Figure 1. Gate families picked out (run 1).
Drawn at 8 px/um.
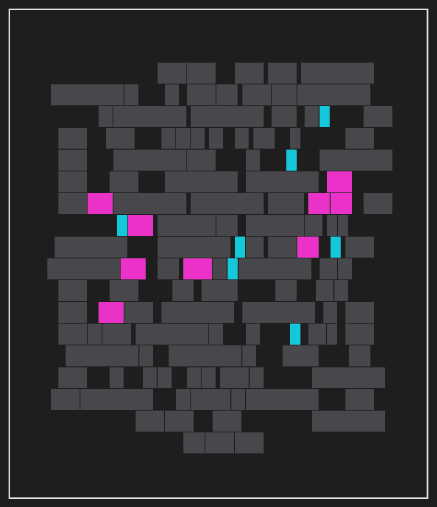
Figure 2. Met2 routing (run 1).
Drawn at 4 px/um.
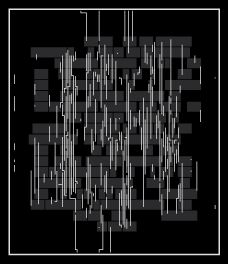
Figure 3. Cell sizes after repair (run 1).
Drawn at 8 px/um.
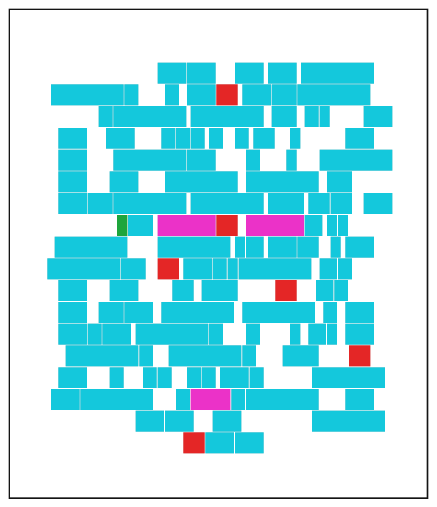
**config.mk**
```make
export PLATFORM = sky130hd
export DESIGN_NAME = serial_magnitude_comparator_flat
export DESIGN_NICKNAME = d
export VERILOG_FILES = /design/src/rtl/serial_magnitude_comparator_if.sv /design/src/rtl/serial_magnitude_comparator.sv /design/src/flat_wrapper.sv
export SDC_FILE = /design/constraint.sdc
export NUM_CORES = 1
export LEC_CHECK = 0
export CORE_ASPECT_RATIO = 1.2
export CORE_MARGIN = 4
export CORE_UTILIZATION = 49
export CTS_CLUSTER_SIZE = 10
export DETAILED_ROUTE_END_ITERATION = 16
export HOLD_SLACK_MARGIN = 0.05
export PLACE_DENSITY = 0.78
export SLEW_MARGIN = 15
export SYNTH_ARGS = -nofsm -noshare
export SYNTH_HDL_FRONTEND = slang
export SYNTH_SLANG_ARGS = --single-unit
```
**constraint.sdc**
```tcl
create_clock -name clk -period 2.1 [get_ports clk]
set_input_delay 0.42 -clock clk [delete_from_list [all_inputs] [get_ports clk]]
set_output_delay 0.42 -clock clk [all_outputs]
set_load 0.01 [all_outputs]
```
**src/rtl/serial_magnitude_comparator_if.sv**
```systemverilog
// Start/busy/done handshake bundle for the serial magnitude comparator.
// The master issues operands and start; the slave returns status and result flags.
interface serial_magnitude_comparator_if #(
    parameter int WIDTH = 8
);
    logic             start;
    logic             signed_mode;
    logic [WIDTH-1:0] a;
    logic [WIDTH-1:0] b;
    logic             busy;
    logic             done;
    logic             gt;
    logic             eq;
    logic             lt;

    modport master (
        output start,
        output signed_mode,
        output a,
        output b,
        input  busy,
        input  done,
        input  gt,
        input  eq,
        input  lt
    );

    modport slave (
        input  start,
        input  signed_mode,
        input  a,
        input  b,
        output busy,
        output done,
        output gt,
        output eq,
        output lt
    );
endinterface

```
**src/rtl/serial_magnitude_comparator.sv**
```systemverilog
// Multi-cycle magnitude comparator: DIGIT bits per cycle, MSB digit first,
// early exit on the first differing digit; signed mode uses offset-binary.
module serial_magnitude_comparator #(
    parameter int WIDTH = 8,
    parameter int DIGIT = 2
) (
    input  logic                            clk,
    input  logic                            rst_n,
    serial_magnitude_comparator_if.slave    cmp
);

    localparam int N  = WIDTH / DIGIT;
    localparam int CW = (N > 1) ? $clog2(N) : 1;
    localparam logic [CW-1:0] CNT_MAX = CW'(N - 1);

    typedef enum logic {
        IDLE,
        COMPARE
    } state_t;

    state_t           state_q;
    logic [WIDTH-1:0] a_q;
    logic [WIDTH-1:0] b_q;
    logic [CW-1:0]    cnt_q;
    logic             busy_q;
    logic             done_q;
    logic             gt_q;
    logic             eq_q;
    logic             lt_q;

    logic [WIDTH-1:0] a_in;
    logic [WIDTH-1:0] b_in;
    logic [DIGIT-1:0] dig_a;
    logic [DIGIT-1:0] dig_b;
    logic             dig_eq;
    logic             dig_gt;

    // Flip the sign bit in signed mode so the rest of the compare is unsigned.
    always_comb begin
        a_in = cmp.a;
        b_in = cmp.b;
        a_in[WIDTH-1] = cmp.a[WIDTH-1] ^ cmp.signed_mode;
        b_in[WIDTH-1] = cmp.b[WIDTH-1] ^ cmp.signed_mode;
    end

    // Compare the current top digit of both shift registers.
    always_comb begin
        dig_a  = a_q[WIDTH-1 -: DIGIT];
        dig_b  = b_q[WIDTH-1 -: DIGIT];
        dig_eq = (dig_a == dig_b);
        dig_gt = (dig_a > dig_b);
    end

    // Control FSM with registered status and result flags.
    always_ff @(posedge clk or negedge rst_n) begin
        if (!rst_n) begin
            state_q <= IDLE;
            a_q     <= '0;
            b_q     <= '0;
            cnt_q   <= '0;
            busy_q  <= 1'b0;
            done_q  <= 1'b0;
            gt_q    <= 1'b0;
            eq_q    <= 1'b0;
            lt_q    <= 1'b0;
        end else begin
            done_q <= 1'b0;
            unique case (state_q)
                IDLE: begin
                    if (cmp.start) begin
                        a_q     <= a_in;
                        b_q     <= b_in;
                        cnt_q   <= CNT_MAX;
                        gt_q    <= 1'b0;
                        eq_q    <= 1'b0;
                        lt_q    <= 1'b0;
                        busy_q  <= 1'b1;
                        state_q <= COMPARE;
                    end
                end
                COMPARE: begin
                    if (!dig_eq) begin
                        gt_q    <= dig_gt;
                        lt_q    <= ~dig_gt;
                        done_q  <= 1'b1;
                        busy_q  <= 1'b0;
                        state_q <= IDLE;
                    end else if (cnt_q == '0) begin
                        eq_q    <= 1'b1;
                        done_q  <= 1'b1;
                        busy_q  <= 1'b0;
                        state_q <= IDLE;
                    end else begin
                        a_q   <= a_q << DIGIT;
                        b_q   <= b_q << DIGIT;
                        cnt_q <= cnt_q - CW'(1);
                    end
                end
                default: begin
                    state_q <= IDLE;
                end
            endcase
        end
    end

    assign cmp.busy = busy_q;
    assign cmp.done = done_q;
    assign cmp.gt   = gt_q;
    assign cmp.eq   = eq_q;
    assign cmp.lt   = lt_q;

endmodule

```
**src/flat_wrapper.sv**
```systemverilog
// flat-port wrapper written by rule: the top's interface ports become plain ports
module serial_magnitude_comparator_flat 
#(
    parameter int WIDTH = 8,
    parameter int DIGIT = 2
)
  (clk, rst_n, cmp_start, cmp_signed_mode, cmp_a, cmp_b, cmp_busy, cmp_done, cmp_gt, cmp_eq, cmp_lt);
  serial_magnitude_comparator_if #(.WIDTH(WIDTH)) cmp_i ();
  input  logic clk;
  input  logic rst_n;
  input wire logic [$bits(cmp_i.start)-1:0] cmp_start;
  input wire logic [$bits(cmp_i.signed_mode)-1:0] cmp_signed_mode;
  input wire logic [$bits(cmp_i.a)-1:0] cmp_a;
  input wire logic [$bits(cmp_i.b)-1:0] cmp_b;
  output wire logic [$bits(cmp_i.busy)-1:0] cmp_busy;
  output wire logic [$bits(cmp_i.done)-1:0] cmp_done;
  output wire logic [$bits(cmp_i.gt)-1:0] cmp_gt;
  output wire logic [$bits(cmp_i.eq)-1:0] cmp_eq;
  output wire logic [$bits(cmp_i.lt)-1:0] cmp_lt;
  assign cmp_i.start = cmp_start;
  assign cmp_i.signed_mode = cmp_signed_mode;
  assign cmp_i.a = cmp_a;
  assign cmp_i.b = cmp_b;
  assign cmp_busy = cmp_i.busy;
  assign cmp_done = cmp_i.done;
  assign cmp_gt = cmp_i.gt;
  assign cmp_eq = cmp_i.eq;
  assign cmp_lt = cmp_i.lt;
  serial_magnitude_comparator #(.WIDTH(WIDTH), .DIGIT(DIGIT)) u_core (.clk(clk), .rst_n(rst_n), .cmp(cmp_i));
endmodule
```
==> flow_summary.json, run 1 <==
{
  "wl_per_cell_um": 13.88,
  "grt_max_degree": 25,
  "yosys_cells": 102,
  "syn_inst": 102,
  "path_buffers": 1,
  "required_ps": 2350,
  "antennaDiodeCount": 0,
  "min_period_ps": 1754,
  "rr_startpoint": "u_core.a_q[7]$_DFFE_PN0P_",
  "overflow": 0,
  "vias_per_cell": 5.363,
  "crit_arrival_ps": 2010,
  "crit_chain": "ha_1, and4b_1, buf_4, nor3_1, a21oi_1",
  "initCoreUtil_pct": 53.45,
  "status": "finished, final reports clean",
  "fp.dieH_um": 60.92,
  "hold_viol": 0,
  "logic_family": "AND-OR/OR-AND gates",
  "syn_area_per_cell_um2": 11.21,
  "slowest_stage": "and4b_1",
  "dr.pass1.iters": 4,
  "clk_path_buf_depth": 2,
  "hold_path_class": "in -> async",
  "fmax_mhz": 570.1,
  "layout_top_cells": "clkdlybuf4s50_1 (24), dfrtp_1 (24), a21oi_1 (13)",
  "crit_path_start_kind": "register",
  "finalSetupTns_ps": 0,
  "ff2ff_path_depth": 5,
  "adder_share_pct": 3.282,
  "warning_count": 26,
  "grt_usage_pct": 16.69,
  "top_regs": "u_core.a_q: 8 flops, u_core.b_q: 8 flops, u_core.cnt_q: 2 flops",
  "die_w_um": 52.10,
  "ant_nets": 0,
  "synth_warnings": 0,
  "cts_buffers": 3,
  "fin_skew_ps": 1.754,
  "min_period_over_period_pct": 83.53,
  "edf_count": 0,
  "numClockSinks": 24,
  "r2r-end": "u_core.cnt_q[0]$_DFFE_PN0P_",
  "path_max_fanout": 9,
  "endpoint_kind": "register",
  "htreeDepth": 1,
  "cts_resized": 0,
  "n_fill_cell": 174,
  "maxCapViolCount": 0,
  "path_delay_family": "simple AND/OR/NAND/NOR gates",
  "topCellsByArea": "dfrtp_1 (53%), mux2i_1 (8.8%), a21oi_1 (5.7%)",
  "synth-area-yosys_um2": 1144,
  "grt_pass1_wl_um": 3788,
  "regArea_um2": 600.6,
  "slew_viol_final": 0,
  "grt_setup_unrepaired": "false",
  "power_leakage_nw": 0.6433,
  "setup_violations": 0,
  "ys_seq_share_pct": 52.52,
  "first_iter_violations": 10,
  "synth_flops": 24,
  "clock_latency_ps": 320,
  "ys_sh_simple_pct": 10.83,
  "synth_area_leader_cell": "dfrtp_1",
  "maxSlewHeadroom_pct": 70.11,
  "portBuffers": 24,
  "ys_sh_aoi_pct": 15.65,
  "top_area_share_pct": 52.52,
  "fp_nets": 125,
  "cts_root_buf": "clkbuf_4",
  "layout.nets": 151,
  "io_pins": 25,
  "gp_congestion": 0.7317,
  "synth-xor-area-share_pct": 1.532,
  "rows": 18,
  "final_cell_count_no_fill": 157,
  "area_growth_pct": 26.04,
  "post_cts_buffers": 0,
  "drive_gt1_share_pct": 7.874,
  "cellPowerDensity_nw_per_um2": 1400,
  "netlist_area_um2": 1144,
  "synthArstFlopShare_pct": 100.0,
  "chip_area_um2": 3174,
  "holdBufCountCts": 0,
  "core-area_um2": 2140,
  "mux_share_pct": 8.753,
  "tritoncts": "yes",
  "cpPeakStageDelay_ps": 500,
  "r2r_slack_ps": 350,
  "synth.distinct_cells": 26,
  "drc": 0,
  "grt_pass1_vias": 891,
  "crit_start": "u_core.a_q[7]$_DFFE_PN0P_",
  "max-vdd-ir-drop_mv": 0.8425,
  "cts.clk_slew.worst_paths_ps": 130,
  "dpl.cell_count": 153,
  "ff_type": "dfrtp_1",
  "yosysMostFrequentCell": "dfrtp_1",
  "ys_top_cells_by_count": "dfrtp_1 (24), a21oi_1 (13), nor3_1 (11)",
  "dpl.hpwl_um": 1604,
  "comb_area_um2": 457.9,
  "antenna_found_initial": 0,
  "worst_slew_pin_slew_ps": 448.0,
  "critPathKind": "reg -> reg"
}
About Figure 1:
Key: magenta = non-inverting ao/oa cells [cells 9]; cyan = inv cells [cells 7]

About Figure 2:
The layer carries 1110 um of wire. The layer holds 51% of the routed length. 132 nets have wire on it. The wires run mostly vertical.
GR Util met2: 28.01%
final wirelength: 2179 um
via count: 842

About Figure 3:
Key: red = _3 and _4 cells [cells 6, share 4.7%]; cyan = _0 and _1 cells [cells 117, share 92%]; magenta = _6 and larger [cells 3, share 2.4%]; green = _2 cells [cells 1, share 0.79%]

run 1: metrics by stage:
| step | utilization, % | setup slack (ps) | instance area [um^2] | total power, W | hold slack, ps |
|---|---|---|---|---|---|
| 2_1_floorplan | - | 627.9 | 1144 | 0.001555 | 124.4 |
| 3_3_place_gp | 65.67 | 258.0 | 1405 | 0.001753 | 457.7 |
| 3_5_place_dp | 65.67 | 237.5 | 1405 | 0.001790 | 481.2 |
| 4_1_cts | 67.37 | 343.7 | 1441 | 0.002039 | 440.1 |
| 5_1_grt | 67.37 | 199.0 | 1441 | 0.002205 | 441.1 |
| 6_report | 67.37 | 345.9 | 1441 | 0.002018 | 444.3 |
run 1: power by group:
group	internal, W	total (W)	switching (W)
Clock	0.000106	0.000246	0.000140
Combinational	0.000476	0.000988	0.000512
Sequential	0.000675	0.000784	0.000109
Total	0.00126	0.00202	0.000761
run 1: area by class of cell:
| type | count | share of cell area (%) |
|---|---|---|
| clock buffer | 4 | 2.517 |
| inverter | 7 | 1.823 |
| multi-input combinational | 64 | 31.77 |
| sequential | 24 | 41.67 |
| tap | 30 | 2.604 |
| timing repair buffer | 28 | 19.62 |
run 1: how the worst max path moves through the flow:
stage,end,slack (ps),cells after the start
floorplan,u_core.a_q[4]$_DFFE_PN0P_,630,7
global placement,u_core.a_q[7]$_DFFE_PN0P_,260,5
detailed placement,u_core.a_q[7]$_DFFE_PN0P_,240,5
CTS,u_core.cnt_q[0]$_DFFE_PN0P_,340,5
global route,u_core.cnt_q[0]$_DFFE_PN0P_,200,6
finish,u_core.cnt_q[0]$_DFFE_PN0P_,350,5
run 1: per-layer routing:
layer  GRT usage [%]  up-vias  share of wire (%)
li1                -      414                  -
met1           18.34      397                 41
met2           28.01       24                 51
met3           3.194        7                4.7
met4           13.48        0                3.3
met5               0        -                  0
## Run 2: what changed since run 1
- clock period: 2.1 -> 1.7 ns (I/O delays scaled with it)
Figure 4. Cell sizes after repair (run 2).
Drawn at 8 px/um.
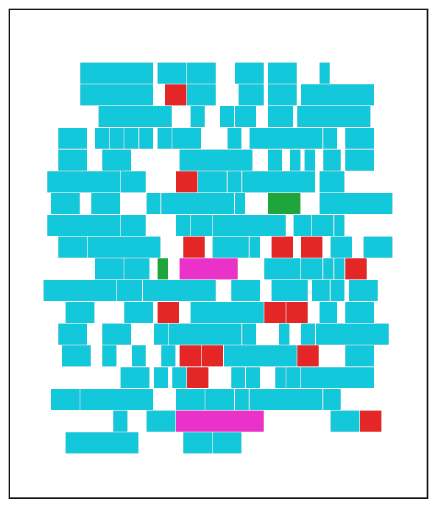
Key: cyan = _0 and _1 cells [cells 116, share 87%]; red = _3 and _4 cells [cells 14, share 10%]; magenta = _6 and larger [cells 2, share 1.5%]; green = _2 cells [cells 2, share 1.5%]

==> flow_summary.json, run 2 <==
{
  "syn_area_per_cell_um2": 11.21,
  "path_max_fanout": 7,
  "antenna_found_initial": 0,
  "crit_chain": "ha_1, and4b_2, buf_4, a22oi_1, o21ai_0",
  "maxSlewHeadroom_pct": 79.50,
  "endpoint_kind": "register",
  "drt-met1-wl_um": 948,
  "antennaDiodeCount": 0,
  "dpl.hpwl_um": 1820,
  "rows": 18,
  "critPathKind": "reg -> reg",
  "drive_gt1_share_pct": 13.43,
  "first_iter_violations": 5,
  "swShare_pct": 36.12,
  "internal_power_w": 0.001741,
  "hold_viol": 0,
  "topCellsByArea": "dfrtp_1 (53%), mux2i_1 (8.8%), a21oi_1 (5.7%)",
  "power_switching_w": 0.0009847,
  "finalSetupTns_ps": 0,
  "setup_violations": 0,
  "place_area_um2": 1445,
  "yosysMostFrequentCell": "dfrtp_1",
  "synthArstFlopShare_pct": 100.0,
  "htreeDepth": 1,
  "warning_count": 26,
  "wl_per_cell_um": 14.38,
  "synth.distinct_cells": 26,
  "maxCapViolCount": 0,
  "stdcell_area_um2": 1499,
  "path_delay_family": "flip-flops",
  "power_leakage_nw": 0.6806,
  "io_pins": 25,
  "wl_met2_um": 1254,
  "tritoncts": "yes",
  "cts.clk_slew.worst_paths_ps": 140,
  "grt_busiest_layer": "met2",
  "adder_share_pct": 3.282,
  "clk-power_w": 0.000416,
  "initCoreUtil_pct": 53.45,
  "ys_sh_simple_pct": 10.83,
  "crit_path_start_kind": "register",
  "use_met1_pct": 20.63,
  "synth_warnings": 0,
  "clock_latency_ps": 320,
  "dr.pass1.iters": 4,
  "synth_area_leader_cell": "dfrtp_1",
  "power_leader": "combinational cells",
  "overflow": 0,
  "cts_buffers": 3,
  "fp.dieH_um": 60.92,
  "n_fill_cell": 174,
  "edf_count": 0,
  "grt_usage_pct": 17.65,
  "required_ps": 1920,
  "mux_share_pct": 8.753,
  "ff_type": "dfrtp_1",
  "fin_skew_ps": 7.462,
  "hold_path_class": "in -> async",
  "layout_top_cells": "clkdlybuf4s50_1 (24), dfrtp_1 (24), a21oi_1 (13)",
  "ys_top_cells_by_count": "dfrtp_1 (24), a21oi_1 (13), nor3_1 (11)",
  "worst_slew_pin_slew_ps": 307.5,
  "die_w_um": 52.10,
  "numClockSinks": 24,
  "fmax_mhz": 624.4,
  "clk_path_buf_depth": 2,
  "drc": 0,
  "cts_root_buf": "clkbuf_4",
  "synth-area-yosys_um2": 1144,
  "core-area_um2": 2140,
  "combinationalPowerShare_pct": 48.7,
  "ys_seq_share_pct": 52.52,
  "grt_pass1_vias": 964,
  "vias": 904,
  "cellPowerDensity_nw_per_um2": 1819,
  "syn_inst": 102,
  "fp_nets": 125,
  "met3_usage_pct": 3.440,
  "ant_nets": 0,
  "layout.nets": 158,
  "ys_sh_aoi_pct": 15.65,
  "logic_family": "AND-OR/OR-AND gates",
  "portBuffers": 24,
  "gp_congestion": 0.7468,
  "clkPwrFrac_pct": 15.3,
  "wl_met3_um": 115,
  "area_growth_pct": 31.07,
  "synth_flops": 24,
  "crit_arrival_ps": 1820,
  "top_regs": "u_core.a_q: 8 flops, u_core.b_q: 8 flops, u_core.cnt_q: 2 flops",
  "grt_max_degree": 25,
  "pg_comb_w": 0.00133,
  "seq_cell_power_w": 0.000983,
  "holdBufCountCts": 0,
  "grt_setup_unrepaired": "false",
  "top_area_share_pct": 52.52,
  "grt_pass1_wl_um": 4077,
  "cpPeakStageDelay_ps": 420,
  "slew_viol_final": 0,
  "vias_per_cell": 5.512,
  "met2_usage_pct": 30.52,
  "power.share.sequential_pct": 36.1,
  "chip_area_um2": 3174,
  "status": "finished, final reports clean",
  "routed_wl_um": 2359,
  "yosys_cells": 102,
  "netlist_area_um2": 1144,
  "max-vdd-ir-drop_mv": 0.8983,
  "min_period_ps": 1601,
  "min_period_over_period_pct": 94.20,
  "slowest_stage": "dfrtp_1",
  "highest_layer": "met4",
  "synth-xor-area-share_pct": 1.532,
  "path_buffers": 1
}
Figure 5. Gate families picked out (run 2).
Drawn at 8 px/um.
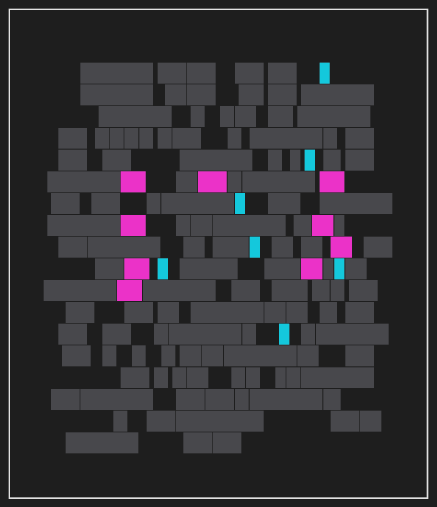
Key: magenta = non-inverting ao/oa cells [cells 9]; cyan = inv cells [cells 7]

[run 2: cell counts after synthesis]
Identical to the previous run, type by type.
[run 2: path summary, 6_finish.rpt]
check	start	end	slack [ps]	depth (start not counted)
setup / recovery	u_core.b_q[6]$_DFFE_PN0P_	u_core.b_q[7]$_DFFE_PN0P_	100	5
hold / removal	rst_n	u_core.a_q[7]$_DFFE_PN0P_	350	2
setup reg to reg	u_core.b_q[6]$_DFFE_PN0P_	u_core.b_q[7]$_DFFE_PN0P_	100	5
hold reg to reg	u_core.cnt_q[0]$_DFFE_PN0P_	u_core.cnt_q[0]$_DFFE_PN0P_	510	1
max in group asynchronous	rst_n	u_core.b_q[4]$_DFFE_PN0P_	1110	2
min in group clk	u_core.cnt_q[0]$_DFFE_PN0P_	u_core.cnt_q[0]$_DFFE_PN0P_	510	1
[run 2: timing repair]
action | CTS | global route
setup buffers | 0 | 0
resized | 0 | 1
endpoints found under the setup margin | 0 | 6
[run 2: layout make-up]
type                       count  area, um^2  share of cell area [%]
clock inverter                 1       30.03                   2.003
tap                           30       37.54                   2.504
timing repair buffer          35       322.8                   21.54
inverter                       7       26.28                   1.753
clock buffer                   3       22.52                   1.503
multi-input combinational     64       459.2                   30.63
sequential                    24       600.6                   40.07
[run 2: stage by stage]
stage | setup WS [ps] | utilization [%] | hold slack, ps | std cells | power [W]
final | 98.57 | 70.06 | 353.5 | 164 | 0.002726
after global routing | 27.96 | 70.06 | 364.4 | 164 | 0.002938
after CTS | 53.93 | 70.00 | 349.5 | 164 | 0.002745
after detailed placement | 84.74 | 67.54 | 480.2 | 160 | 0.002321
after global placement | 107.0 | 67.54 | 460.6 | 160 | 0.002247
after floorplan | 227.9 | - | 44.41 | 102 | 0.001921
## Run 3: what changed since run 2
- CORE_MARGIN: 4 -> unset
Figure 6. Met2 routing (run 3).
Drawn at 4 px/um.
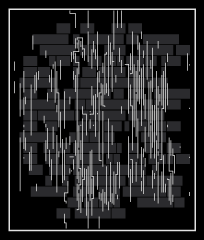
The layer carries 1140 um of wire. 135 nets have wire on it.

==> flow_summary.json, run 3 <==
{
  "worst_slew_pin_slew_ps": 310.1,
  "grt_setup_unrepaired": "false",
  "critPathKind": "reg -> reg",
  "clock_latency_ps": 310,
  "use_met1_pct": 26.64,
  "antenna_found_initial": 0,
  "first_iter_violations": 22,
  "grt_max_degree": 25,
  "status": "finished, final reports clean",
  "max-vdd-ir-drop_mv": 1.142,
  "tritoncts": "yes",
  "adder_share_pct": 3.282,
  "die_w_um": 46.10,
  "overflow": 0,
  "wl_per_cell_um": 13.82,
  "cts_root_buf": "clkbuf_4",
  "ff2ff_path_depth": 5,
  "cts_buffers": 3,
  "min_period_over_period_pct": 93.68,
  "r2r_slack_ps": 110,
  "crit_start": "u_core.b_q[6]$_DFFE_PN0P_",
  "final_cell_count_no_fill": 164,
  "hold_path_class": "in -> async",
  "slowest_stage": "dfrtp_1",
  "cpPeakStageDelay_ps": 410,
  "comb_area_um2": 459.2,
  "chip_area_um2": 2532,
  "layout.nets": 158,
  "top_regs": "u_core.a_q: 8 flops, u_core.b_q: 8 flops, u_core.cnt_q: 2 flops",
  "fp_nets": 125,
  "io_pins": 25,
  "post_cts_buffers": 0,
  "ys_seq_share_pct": 52.52,
  "regArea_um2": 600.6,
  "ys_sh_simple_pct": 10.83,
  "mux_share_pct": 8.753,
  "synth.distinct_cells": 26,
  "maxCapViolCount": 0,
  "ys_top_cells_by_count": "dfrtp_1 (24), a21oi_1 (13), nor3_1 (11)",
  "n_fill_cell": 160,
  "drive_gt1_share_pct": 13.43,
  "htreeDepth": 1,
  "grt_pass1_vias": 897,
  "finalSetupTns_ps": 0,
  "min_period_ps": 1593,
  "cellPowerDensity_nw_per_um2": 1816,
  "portBuffers": 24,
  "path_max_fanout": 7,
  "synth_flops": 24,
  "gp_congestion": 0.7611,
  "crit_path_end": "u_core.b_q[7]$_DFFE_PN0P_",
  "endpoint_kind": "register",
  "wl_met3_um": 79,
  "crit_arrival_ps": 1800,
  "grt_busiest_layer": "met2",
  "synth-xor-area-share_pct": 1.532,
  "hold_viol": 0,
  "topCellsByArea": "dfrtp_1 (53%), mux2i_1 (8.8%), a21oi_1 (5.7%)",
  "syn_area_per_cell_um2": 11.21,
  "dr.pass1.iters": 4,
  "cts.clk_slew.worst_paths_ps": 150,
  "routed_wl_um": 2267,
  "area_growth_pct": 31.07,
  "drt-met1-wl_um": 1029,
  "path_delay_family": "flip-flops",
  "layout_top_cells": "clkdlybuf4s50_1 (24), dfrtp_1 (24), a21oi_1 (13)",
  "synth_warnings": 0,
  "edf_count": 0,
  "synth-area-yosys_um2": 1144,
  "required_ps": 1910,
  "grt_usage_pct": 21.02,
  "crit_path_start_kind": "register",
  "ys_sh_aoi_pct": 15.65,
  "initCoreUtil_pct": 53.45,
  "netlist_area_um2": 1144,
  "met2_usage_pct": 38.50,
  "grt_pass1_wl_um": 3843,
  "clk_path_buf_depth": 2,
  "dpl.hpwl_um": 1627,
  "worstSetupPathDepth": 5,
  "antennaDiodeCount": 0,
  "yosys_cells": 102,
  "fmax_mhz": 627.9,
  "dpl.cell_count": 160,
  "warning_count": 26,
  "wl_met2_um": 1144,
  "synth_area_leader_cell": "dfrtp_1",
  "numClockSinks": 24,
  "rr_startpoint": "u_core.b_q[6]$_DFFE_PN0P_",
  "core-area_um2": 2140,
  "syn_inst": 102,
  "logic_family": "AND-OR/OR-AND gates",
  "power_leakage_nw": 0.6806,
  "setup_violations": 0,
  "ant_nets": 0,
  "synthArstFlopShare_pct": 100.0,
  "r2r-end": "u_core.b_q[7]$_DFFE_PN0P_",
  "fp.dieH_um": 54.92,
  "drc": 0,
  "highest_layer": "met4",
  "crit_chain": "ha_1, and4b_2, buf_4, a22oi_1, o21ai_0",
  "rows": 18,
  "maxSlewHeadroom_pct": 79.33,
  "ff_type": "dfrtp_1",
  "met3_usage_pct": 1.948,
  "top_area_share_pct": 52.52,
  "fin_skew_ps": 17.05,
  "vias": 881,
  "slew_viol_final": 0,
  "vias_per_cell": 5.372,
  "yosysMostFrequentCell": "dfrtp_1",
  "path_buffers": 1
}
Figure 7. Gate families picked out (run 3).
Drawn at 8 px/um.
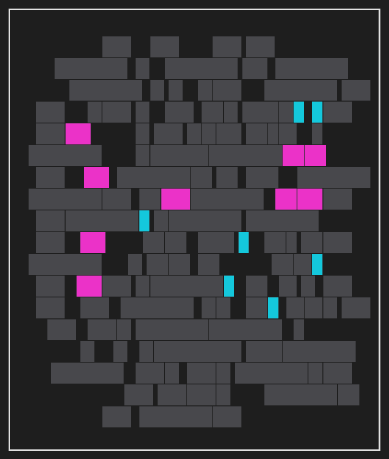
Key: magenta = non-inverting ao/oa cells [cells 9]; cyan = inv cells [cells 7]

run 3: cell counts after synthesis:
Identical to the previous run, type by type.
run 3: worst min-delay path by stage:
stage / slack (ps) / to / depth (start not counted)
floorplan: 40 / u_core.a_q[0]$_DFFE_PN0P_ / 0
global placement: 460 / u_core.cnt_q[0]$_DFFE_PN0P_ / 1
global route: 400 / u_core.cmp.busy$_DFFE_PN0P_ / 2
finish: 370 / u_core.a_q[0]$_DFFE_PN0P_ / 2
CTS: 380 / u_core.b_q[7]$_DFFE_PN0P_ / 2
detailed placement: 490 / u_core.a_q[1]$_DFFE_PN0P_ / 1
run 3: layout make-up:
type | count | area share (%)
Timing Repair Buffer | 35 | 21.54
Clock buffer | 3 | 1.503
Sequential cell | 24 | 40.07
Multi-Input combinational cell | 64 | 30.63
Clock inverter | 1 | 2.003
Tap cell | 30 | 2.504
Inverter | 7 | 1.753
run 3: what timing repair did:
item                                    in CTS  in global routing
gates resized                                0                  1
endpoints found under the setup margin       0                  5
hold buffers                                 0                  0
run 3: stage by stage:
stage / util, % / hold slack [ps] / setup slack [ps] / cell area (um^2) / total power, W
floorplan: - / 44.41 / 227.9 / 1144 / 0.001921
global placement: 67.54 / 460.6 / 108.3 / 1445 / 0.002244
detailed placement: 67.54 / 485.5 / 53.49 / 1445 / 0.002309
CTS: 70.00 / 375.2 / 61.22 / 1498 / 0.002730
global route: 70.06 / 404.3 / 12.08 / 1499 / 0.002910
finish: 70.06 / 368.5 / 107.5 / 1499 / 0.002721
run 3: where the power goes:
group          total (W)  switching, W  internal [W]
combinational    0.00133      0.000658      0.000671
clock           0.000411      0.000173      0.000238
sequential      0.000981      0.000147      0.000834
total            0.00272      0.000978       0.00174

## Gallery

Routing congestion map.
picture 1
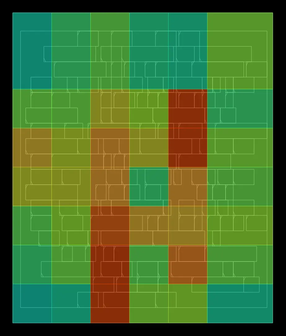
picture 2
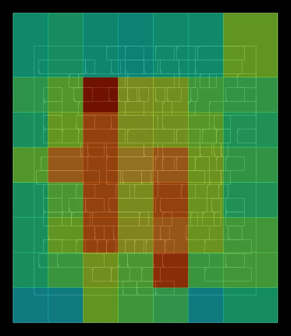
- highest track usage: picture 1
Run 3 is picture 1.
Run 1 is picture 2.

Power figures rest on the tool's default switching activity, not on a simulated workload.
